<file path="src/rtl/i2c_audio_codec_target_pkg.sv">
// Shared constants for the WM8731-style I2C codec target: default address,
// codec register indices and FSM state encodings.
package i2c_audio_codec_target_pkg;

    localparam logic [6:0] DEV_ADDR_DEF = 7'h1A;

    localparam logic [6:0] R_LVOL  = 7'h02;
    localparam logic [6:0] R_RVOL  = 7'h03;
    localparam logic [6:0] R_APATH = 7'h04;
    localparam logic [6:0] R_DPATH = 7'h05;
    localparam logic [6:0] R_PWR   = 7'h06;
    localparam logic [6:0] R_FMT   = 7'h07;
    localparam logic [6:0] R_SAMP  = 7'h08;
    localparam logic [6:0] R_ACT   = 7'h09;
    localparam logic [6:0] R_RESET = 7'h0F;

    typedef enum logic [2:0] {
        S_IDLE,
        S_ADDR,
        S_ACK_A,
        S_BYTE1,
        S_ACK_1,
        S_BYTE2,
        S_ACK_2,
        S_IGNORE
    } state_t;

endpackage

</file>
<file path="src/rtl/i2c_audio_codec_target_bus_sync.sv">
// Synchronises the asynchronous SCL/SDA pins and derives START, STOP and
// SCL edge pulses from the synchronised levels plus one history flop.
module i2c_bus_sync #(
    parameter int SYNC_STAGES = 2
) (
    input  logic clk,
    input  logic reset,
    input  logic scl_i,
    input  logic sda_i,
    output logic sda,
    output logic start,
    output logic stop,
    output logic scl_rise,
    output logic scl_fall
);

    logic [SYNC_STAGES-1:0] scl_p0;
    logic [SYNC_STAGES-1:0] sda_p0;
    logic                   scl_p1;
    logic                   sda_p1;
    logic                   scl;

    // Idle bus level is high on both lines, so reset to 1 to avoid a false edge.
    always_ff @(posedge clk) begin
        if (reset) begin
            scl_p0 <= '1;
            sda_p0 <= '1;
            scl_p1 <= 1'b1;
            sda_p1 <= 1'b1;
        end else begin
            scl_p0 <= {scl_p0[SYNC_STAGES-2:0], scl_i};
            sda_p0 <= {sda_p0[SYNC_STAGES-2:0], sda_i};
            scl_p1 <= scl_p0[SYNC_STAGES-1];
            sda_p1 <= sda_p0[SYNC_STAGES-1];
        end
    end

    assign scl      = scl_p0[SYNC_STAGES-1];
    assign sda      = sda_p0[SYNC_STAGES-1];
    assign start    = scl & scl_p1 & sda_p1 & ~sda;
    assign stop     = scl & scl_p1 & ~sda_p1 & sda;
    assign scl_rise = scl & ~scl_p1;
    assign scl_fall = ~scl & scl_p1;

endmodule

</file>
<file path="src/rtl/i2c_audio_codec_target.sv">
// I2C target accepting 3-byte WM8731-style register writes into a 16 x 9-bit
// register file; writes to R_RESET clear the whole file instead of storing.
module i2c_audio_codec_target
    import i2c_audio_codec_target_pkg::*;
#(
    parameter logic [6:0] DEV_ADDR    = DEV_ADDR_DEF,
    parameter int         NUM_REGS    = 16,
    parameter int         SYNC_STAGES = 2
) (
    input  logic       clk,
    input  logic       reset,
    input  logic       scl_i,
    input  logic       sda_i,
    output logic       sda_oe,
    output logic       wr_en,
    output logic [6:0] wr_addr,
    output logic [8:0] wr_data,
    input  logic [3:0] rd_addr,
    output logic [8:0] rd_data,
    output logic       busy,
    output logic       addr_err
);

    localparam int IDX_W = $clog2(NUM_REGS);

    logic       sda;
    logic       start;
    logic       stop;
    logic       scl_rise;
    logic       scl_fall;

    state_t     state;
    logic [3:0] cnt;
    logic [7:0] sh;
    logic [6:0] reg_q;
    logic       d8;
    logic [8:0] regs [NUM_REGS];
    logic       byte_done;
    logic       commit;

    i2c_bus_sync #(.SYNC_STAGES(SYNC_STAGES)) u_sync (
        .clk      (clk),
        .reset    (reset),
        .scl_i    (scl_i),
        .sda_i    (sda_i),
        .sda      (sda),
        .start    (start),
        .stop     (stop),
        .scl_rise (scl_rise),
        .scl_fall (scl_fall)
    );

    assign byte_done = scl_fall && (cnt == 4'd8);
    assign commit    = (state == S_BYTE2) && byte_done && (reg_q[6:4] == 3'b000);

    always_ff @(posedge clk) begin
        if (reset) begin
            for (int i = 0; i < NUM_REGS; i++) regs[i] <= '0;
        end else if (commit) begin
            if (reg_q == R_RESET) begin
                for (int i = 0; i < NUM_REGS; i++) regs[i] <= '0;
            end else begin
                regs[reg_q[IDX_W-1:0]] <= {d8, sh};
            end
        end
    end

    assign rd_data = regs[rd_addr];

    always_ff @(posedge clk) begin
        if (reset) begin
            state    <= S_IDLE;
            cnt      <= '0;
            sda_oe   <= 1'b0;
            wr_en    <= 1'b0;
            wr_addr  <= '0;
            wr_data  <= '0;
            busy     <= 1'b0;
            addr_err <= 1'b0;
        end else begin
            wr_en    <= 1'b0;
            addr_err <= 1'b0;
            if (start) begin
                state  <= S_ADDR;
                cnt    <= '0;
                sda_oe <= 1'b0;
                busy   <= 1'b1;
            end else if (stop) begin
                state  <= S_IDLE;
                sda_oe <= 1'b0;
                busy   <= 1'b0;
            end else begin
                if (scl_rise && (state == S_ADDR || state == S_BYTE1 || state == S_BYTE2)) begin
                    sh  <= {sh[6:0], sda};
                    cnt <= cnt + 4'd1;
                end
                // Every ACK decision and release happens on the SCL fall, so SDA
                // only ever moves while SCL is low.
                if (scl_fall) begin
                    case (state)
                        S_ADDR: if (byte_done) begin
                            cnt <= '0;
                            if (sh == {DEV_ADDR, 1'b0}) begin
                                state  <= S_ACK_A;
                                sda_oe <= 1'b1;
                            end else begin
                                state    <= S_IGNORE;
                                addr_err <= 1'b1;
                            end
                        end
                        S_ACK_A: begin
                            sda_oe <= 1'b0;
                            state  <= S_BYTE1;
                        end
                        S_BYTE1: if (byte_done) begin
                            cnt    <= '0;
                            reg_q  <= sh[7:1];
                            d8     <= sh[0];
                            sda_oe <= 1'b1;
                            state  <= S_ACK_1;
                        end
                        S_ACK_1: begin
                            sda_oe <= 1'b0;
                            state  <= S_BYTE2;
                        end
                        S_BYTE2: if (byte_done) begin
                            cnt <= '0;
                            if (commit) begin
                                sda_oe  <= 1'b1;
                                wr_en   <= 1'b1;
                                wr_addr <= reg_q;
                                wr_data <= {d8, sh};
                                state   <= S_ACK_2;
                            end else begin
                                state <= S_IGNORE;
                            end
                        end
                        S_ACK_2: begin
                            sda_oe <= 1'b0;
                            state  <= S_IGNORE;
                        end
                        default: ;
                    endcase
                end
            end
        end
    end

endmodule
</file>
<file path="config.mk">
export PLATFORM = sky130hd
export DESIGN_NAME = i2c_audio_codec_target
export DESIGN_NICKNAME = d
export VERILOG_FILES = /design/src/rtl/i2c_audio_codec_target_pkg.sv /design/src/rtl/i2c_audio_codec_target_bus_sync.sv /design/src/rtl/i2c_audio_codec_target.sv
export SDC_FILE = /design/constraint.sdc
export NUM_CORES = 1
export LEC_CHECK = 0
export ABC_AREA = 1
export CAP_MARGIN = 10
export CORE_MARGIN = 5
export CORE_UTILIZATION = 55
export DETAILED_ROUTE_END_ITERATION = 10
export HOLD_SLACK_MARGIN = 0.02
export PLACE_DENSITY = 0.76
export SYNTH_ARGS = -nofsm -noshare
export SYNTH_HDL_FRONTEND = slang
export SYNTH_SLANG_ARGS = --single-unit
</file>
<file path="constraint.sdc">
create_clock -name clk -period 2.25 [get_ports clk]
set_input_delay 0.225 -clock clk [delete_from_list [all_inputs] [get_ports clk]]
set_output_delay 0.225 -clock clk [all_outputs]
set_load 0.005 [all_outputs]
</file>
Fig. 1: nets reached from selected ports
Scale: 3 px per µm.
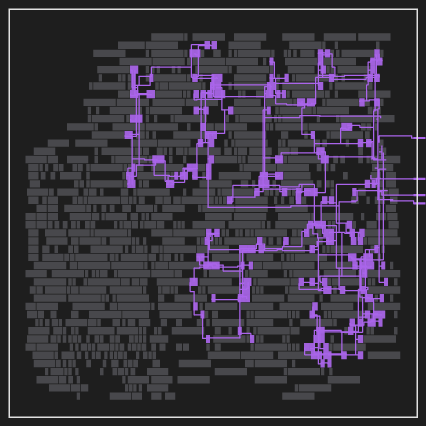
- rd_addr: purple (bits 4; direction input; edge right; end cells 173; buffers 12; wire 2010 µm)

Fig. 2: pin map
Scale: 2 px per µm. Pins as bars across the die edge, other pins in grey.
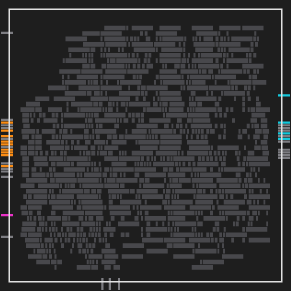
- scl_i: magenta (pins 1; direction input; edge left)
- wr_data: orange (pins 9; direction output; edge left)
- rd_addr: cyan (pins 4; direction input; edge right)

Fig. 3: wiring by layer
Scale: 3 px per µm.
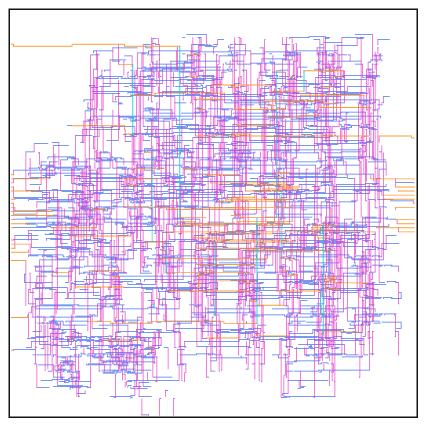
- M3: orange (wire length 1540 µm)
- M1: blue (wire length 8570 µm)
- M2: magenta (wire length 9400 µm)
- M4: cyan (wire length 314 µm)

Fig. 4: sequential cells grouped by signal name
Scale: 2 px per µm. Other sequential cells in the stronger grey, the rest of the logic in the fainter grey.
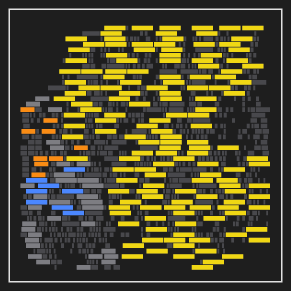
- sh: blue (sequential cells 8)
- wr_data: orange (sequential cells 9; where left middle)
- regs: yellow (sequential cells 144)
- not coloured: 32

==> results.cfg <==
; physical design summary
[power]
power_density_nw_per_um2 = 728
p_total_mw = 7.39
peakVddDrop_mv = 0.580
p_leak_nw = 4.10

[clock_tree]
cts_max_level = 4
clk_path_buf_depth = 2
clk_latency_ns = 0.43
cts_resized = 0
cts_tree = yes
cts_buffers = 17
root_buffer = clkbuf_16
numClockSinks = 193
cts_hold_buf = 0
cts_setup_buffers = 0
clkTransAtPathRegs_ns = 0.07

[setup_path]
arrival_ns = 1.94
cpLargestDelayFamily = buffers and inverters
end_kind = output port
crit_required_ns = 2.03
crit_type = flop to output port
crit_fanout = 1
crit_path_start_kind = flop
slowest_stage = clkdlybuf4s50_1
cp_slowest_stage_delay_ns = 0.50
cpMostUsedCell = nand3_1
crit_chain = inv_1 > a21oi_1 > o21ai_0 > buf_4 > nand3_1 > nand3_1 > nand2_1 > clkdlybuf4s50_1
critPathBufInv = 3

[cells_and_area]
nNetsFinal = 930
mostFrequentLayoutCells = edfxtp_1, nor2_1, inv_1
fillCellCount = 1199
diodes = 0
syn2layout_area_growth_pct = 17.2
mostFrequentLayoutCell = edfxtp_1
comb_area_um2 = 2570
regArea_um2 = 5470
drive_gt1_frac = 0.135

[worst_hold_path]
hp-class = input pin to flop

[yosys]
ys_chip_area_um2 = 8660
synth_flops = 193
ys_cells = 853
syn_area_um2 = 8660
postSynthCellCount = 853
yosysWarnings = 0
ys_types = 35
synth_seq_share = 0.631
syn_area_per_cell_um2 = 10.2

[sta]
finalHoldViolCount = 0
fin_crit_sh = 0.964
rsz0062_at_grt = false
setup_viol = 0
fmax_ghz = 0.461
layout_min_cycle_time_ns = 2.17
holdWs_ns = 0.360
fin_skew_ns = 0.00973
maxSlewViolCount = 0
final.setup.worst_slack_ns = 0.0805
fin_tns_setup_ns = 0

[flow_run]
maxCapViolations = 0
log.warning_count = 27

[drt]
routed_via_density = 5.41
drt-initial-drc-count = 713
vias = 6193
final_antenna_net_count = 0
finalWirelength_mm = 19.8
wl_per_cell_um = 17.3
drc = 0
dr.pass1.iters = 5

[place]
globalplace.congestion = 0.826
dpl.hpwl_mm = 13.2
numPortBuffers = 36
place_ws_ns = 0.193

[global_route]
grt_pass1_vias = 6106
grtUsageTotal = 0.228
grt_pass1_wl_mm = 31.8
grt-ovfl-total = 0
grt_max_degree = 65
antenna_found_initial = 0

[floorplanning]
row_count = 45
die_w_um = 135
io_pins = 37
coreArea_um2 = 15300
die_y_um = 135
dieArea_um2 = 18400
initCoreUtil = 0.566

[status]
status = complete, no violations
-- per-stage QoR --
stage | instance area [µm²] | utilization | cells
global route | 10100 | 0.663 | 1144
floorplan | 8700 | - | 861
CTS | 10100 | 0.662 | 1144
finish | 10100 | 0.663 | 1144
detailed placement | 9560 | 0.624 | 1112
global placement | 9560 | 0.624 | 1112
-- final cells by class --
| cell class | count | area share |
|---|---|---|
| clock buffer | 18 | 0.0433 |
| timing repair buffer | 87 | 0.0811 |
| inverter | 117 | 0.0435 |
| multi-input combinational | 504 | 0.253 |
| tap | 211 | 0.0260 |
| clock inverter | 14 | 0.0142 |
| sequential | 193 | 0.538 |
-- state kept, by name, indices dropped and copies added, names as in the netlist, 2 cells and up --
name,count
cnt,4
reg_q,7
u_sync.scl_p0,2
sh,8
state,3
u_sync.sda_p0,2
wr_addr,7
regs,144
wr_data,9
-- worst paths after layout --
check,startpoint,end,slack (ns),depth (start not counted)
worst max-delay path,regs[5][1],rd_data[1],0.08,8
worst min-delay path,scl_i,u_sync.scl_p0[0],0.36,2
worst max register to register,cnt[0],regs[0][0],0.19,9
worst min register to register,u_sync.scl_p0[0],u_sync.scl_p0[1],0.43,1
-- layer usage --
metal,up-vias,track usage,wire length (µm)
li1,3000,-,-
met1,2921,0.314,8570
met2,241,0.363,9400
met3,31,0.0576,1540
met4,0,0.0610,313
met5,-,0,0
-- kinds of logic (layout without fill, tap and decap cells) --
| group | count (synthesis) | after routing | synth area share |
|---|---|---|---|
| other | 1 | 9 | 0.000433 |
| XOR/XNOR | 2 | 2 | 0.00202 |
| AND-OR/OR-AND | 148 | 148 | 0.0968 |
| buffers and inverters | 164 | 236 | 0.0766 |
| AND/OR/NAND/NOR | 343 | 343 | 0.190 |
| flip-flops | 193 | 193 | 0.631 |
| adder cells (fa/ha/maj) | 2 | 2 | 0.00289 |
-- cell usage after synthesis (all sizes together) --
cell	instances	area share
edfxtp	160	0.55
nor2	157	0.073
inv	109	0.048
nand2	98	0.045
nand3	69	0.046
a21oi	56	0.032
o21ai	53	0.031
o211ai	36	0.031
dfxtp	33	0.076
clkbuf	30	0.013
buf	17	0.013
nand4	11	0.021
clkinv	8	0.0035
nor3	4	0.0036
or2	4	0.0029
a211oi	2	0.0017
ha	2	0.0029
xor2	2	0.0020
a21o	1	0.00087
conb	1	0.00043
-- power by group --
group,leakage (nW),switching [mW],internal [mW],total (mW)
registers,1.89,0.0312,3.95,3.98
logic,1.92,0.282,0.168,0.449
clock network,0.286,1.37,1.59,2.96
total,4.10,1.68,5.71,7.39
No activity file was given, so power comes from the tool's default toggle rates.
